$ cat src/rtl/sipo_frame_ctrl.sv
// Serial-in frame controller: start bit, WIDTH data bits MSB-first, optional even parity, word handshake out.
// Build option: define PARITY_CHECK_EN to add a parity bit after the data bits and the frame_err check.
module sipo_frame_ctrl #(
  parameter int WIDTH = 4
) (
  input  logic             clk,
  input  logic             reset,
  input  logic             serial_in,
  input  logic             bit_valid,
  output logic             bit_ready,
  output logic             shift_en,
  output logic [WIDTH-1:0] word_out,
  output logic             word_valid,
  input  logic             word_ready,
  output logic             frame_err
);

  localparam int CNT_W = $clog2(WIDTH + 1);
  localparam logic [CNT_W-1:0] LAST_IDX = CNT_W'(WIDTH - 1);

`ifdef PARITY_CHECK_EN
  typedef enum logic [1:0] {IDLE = 2'd0, DATA = 2'd1, PAR = 2'd2, WAIT = 2'd3} state_t;
`else
  typedef enum logic [1:0] {IDLE = 2'd0, DATA = 2'd1, WAIT = 2'd3} state_t;
`endif

  state_t           state_q, state_d;
  logic [CNT_W-1:0] cnt_q, cnt_d;
  logic [WIDTH-1:0] shift_q, shift_d;
  logic [WIDTH-1:0] word_q, word_d;
  logic             wvld_q, wvld_d;
  logic             ferr_q, ferr_d;

  logic             accept;
  logic             slot_free;
  logic             load;
  logic [WIDTH-1:0] load_word;
  logic [WIDTH-1:0] shifted;

  // bit_ready follows the reset pin directly so it drops the instant reset asserts.
  assign bit_ready = reset && (state_q != WAIT);
  assign accept    = bit_valid && bit_ready;
  assign shift_en  = accept && (state_q == DATA);
  assign slot_free = !wvld_q || word_ready;
  assign shifted   = {shift_q[WIDTH-2:0], serial_in};

  always_comb begin
    state_d   = state_q;
    cnt_d     = cnt_q;
    shift_d   = shift_q;
    ferr_d    = 1'b0;
    load      = 1'b0;
    load_word = shift_q;
    case (state_q)
      IDLE: begin
        if (accept && !serial_in) begin
          state_d = DATA;
          cnt_d   = '0;
        end
      end
      DATA: begin
        if (accept) begin
          shift_d = shifted;
          cnt_d   = cnt_q + CNT_W'(1);
          if (cnt_q == LAST_IDX) begin
`ifdef PARITY_CHECK_EN
            state_d = PAR;
`else
            if (slot_free) begin
              load      = 1'b1;
              load_word = shifted;
              state_d   = IDLE;
            end else begin
              state_d = WAIT;
            end
`endif
          end
        end
      end
`ifdef PARITY_CHECK_EN
      PAR: begin
        if (accept) begin
          // Even parity: data bits plus parity bit must XOR to zero.
          if (^{shift_q, serial_in} == 1'b0) begin
            if (slot_free) begin
              load    = 1'b1;
              state_d = IDLE;
            end else begin
              state_d = WAIT;
            end
          end else begin
            ferr_d  = 1'b1;
            state_d = IDLE;
          end
        end
      end
`endif
      WAIT: begin
        if (slot_free) begin
          load    = 1'b1;
          state_d = IDLE;
        end
      end
      default: state_d = IDLE;
    endcase

    word_d = load ? load_word : word_q;
    if (load)            wvld_d = 1'b1;
    else if (word_ready) wvld_d = 1'b0;
    else                 wvld_d = wvld_q;
  end

  always_ff @(posedge clk or negedge reset) begin
    if (!reset) begin
      state_q <= IDLE;
      cnt_q   <= '0;
      shift_q <= '0;
      word_q  <= '0;
      wvld_q  <= 1'b0;
      ferr_q  <= 1'b0;
    end else begin
      state_q <= state_d;
      cnt_q   <= cnt_d;
      shift_q <= shift_d;
      word_q  <= word_d;
      wvld_q  <= wvld_d;
      ferr_q  <= ferr_d;
    end
  end

  assign word_out   = word_q;
  assign word_valid = wvld_q;
  assign frame_err  = ferr_q;

endmodule

$ cat config.mk
export PLATFORM = sky130hd
export DESIGN_NAME = sipo_frame_ctrl
export DESIGN_NICKNAME = d
export VERILOG_FILES = /design/src/rtl/sipo_frame_ctrl.sv
export SDC_FILE = /design/constraint.sdc
export NUM_CORES = 1
export LEC_CHECK = 0
export CORE_MARGIN = 1.5
export CORE_UTILIZATION = 44
export DETAILED_ROUTE_END_ITERATION = 16
export GPL_ROUTABILITY_DRIVEN = 0
export HOLD_SLACK_MARGIN = 0.05
export PLACE_DENSITY = 0.74
export RECOVER_POWER = 50
export SYNTH_ARGS = -nofsm -noshare
export SYNTH_HDL_FRONTEND = slang
export SYNTH_SLANG_ARGS = --single-unit
$ cat constraint.sdc
create_clock -name clk -period 1.5 [get_ports clk]
set_clock_uncertainty 0.15 [all_clocks]
set_input_delay 0.15 -clock clk [delete_from_list [all_inputs] [get_ports clk]]
set_output_delay 0.15 -clock clk [all_outputs]
set_load 0.01 [all_outputs]
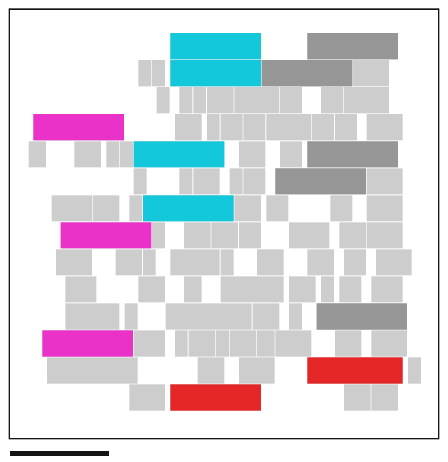
*Sequential cells grouped by signal name*
Bar = 10 um.
Key: cnt_q = magenta [flops 3]; state_q = red [flops 2]; shift_q = cyan [flops 4, where top middle]
Another 5 sequential cells are not colored.
fraction of area in registers: 0.350
sequential power: 0.000655 W
final design utilization: 0.666
Sequential cell area: 352 um^2

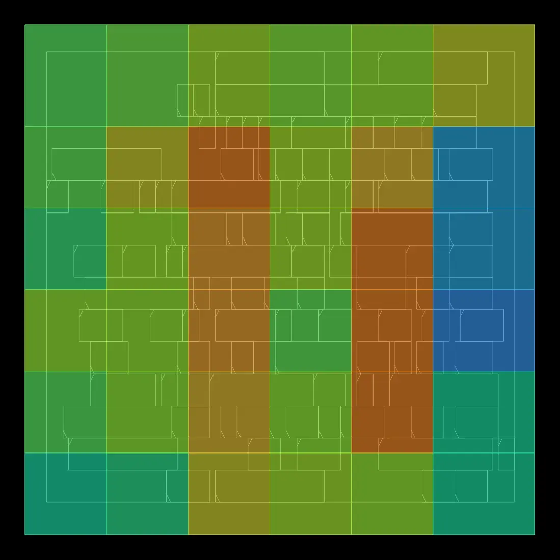
*Routing congestion map*
wire length per cell: 13.5 um
GR Util All Layers: 0.176
met1 usage: 0.235
grt peak-use layer: met2
M3 GR Usage: 0.0255

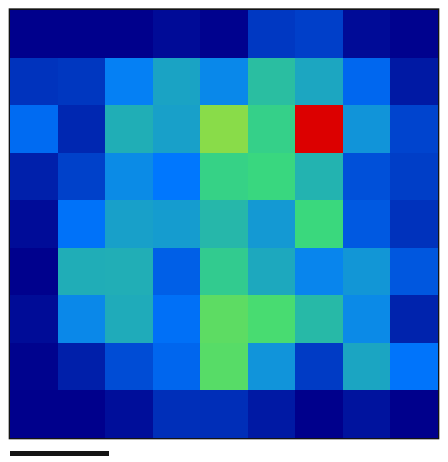
*Routed metal per tile*
Bar = 10 um. 9 x 9 tiles, from dark blue (low) to red (high), scaled to the fullest tile. Values are wire area over tile area, all layers added.
6.2% of the tiles are over half the peak. The densest ninth of the die: middle. 14% of the tiles are nearly empty. The mean over all tiles is 0.13.

==> reports/summary.txt <==
Outcome - finished with violations
Violated checks - negative hold slack, negative setup slack
DRC viols - 0
Final Max Slew Viols - 0
Clk latency late pin - 280 ps
Final worst-path cycle share - 1.04
Top power group - combinational cells
Worst R2R Start - cnt_q[0]
CTS max path bufs - 2
DRT Pass-1 Iters - 4
Worst setup path end - word_out[2]
Hold Violations, Final - 6
GR Layer Usage met2 - 0.301
Clock group power - 0.000274 W
Initial Util - 0.469
Synth top cells by count - nand2_1 (15), dfrtp_1 (14), a31oi_1 (8)
Combinational fraction of design power - 0.426
Setup violations, final - 4
FFs & Latches - 14
Well Taps - 16
Internal power - 0.00106 W
Total power - 0.00162 W
H-tree level count - 1
Dpl hpwl - 1120 um
Signal buffers - 28
Comb pwr - 0.000688 W
Remaining Overflow, GRT - 0
Critical path arrival - 1610 ps
Share of post-route cells with drive strength above 1 - 0.361
Worst hold path class - input pin to async pin
F_max - 0.640 GHz
Worst VDD drop - 0.000696 V
Nets - 105
Signal inverters - 4
Initial antenna violation count - 0
Yosys aoi share - 0.189
Largest logic family - AND-OR/OR-AND gates
Syn_area_per_cell - 10.2 um^2
Adder-Cell Fraction of Synth Area - 0.0354
Post-DRT Antenna Nets - 0
Logic area - 352 um^2
Setup WS post-layout - -63.3 ps
Synth area leader - dfrtp_1
CTS clk-pin slew, worst paths - 100 ps
Comb area share - 0.350
Reg2reg end - word_out[2]
TNS Setup - -220 ps
Mi-comb count - 47
Drt total wl - 1530 um
Setup Fix Bufs, Post-CTS - 1
Basic Gates by Area - 0.189
Tally of OpenROAD warnings - 30
1st-iter DRT viols - 9
CP max stage cell - dfrtp_1
Fillers - 128
Static Leak - 0.460 nW
Sw Ratio - 0.343
Switching power total - 0.000555 W
Hold slack final - -75.7 ps
Min Clock Period, post-route - 1560 ps
Netlist cell types - 25
Synth-to-Final Area Change - 41.9%
Power per cell area - 1610 nW/um^2
Slowest stage delay, CP - 400 ps
Mux area share - 0.0159
Vias per cell - 5.46
IO Pins - 13
Number of global-route vias before repair - 582
Total number of vias - 617
Floorplan Nets - 76
IO buf count - 11
Power figures rest on the tool's default switching activity, not on a simulated workload.
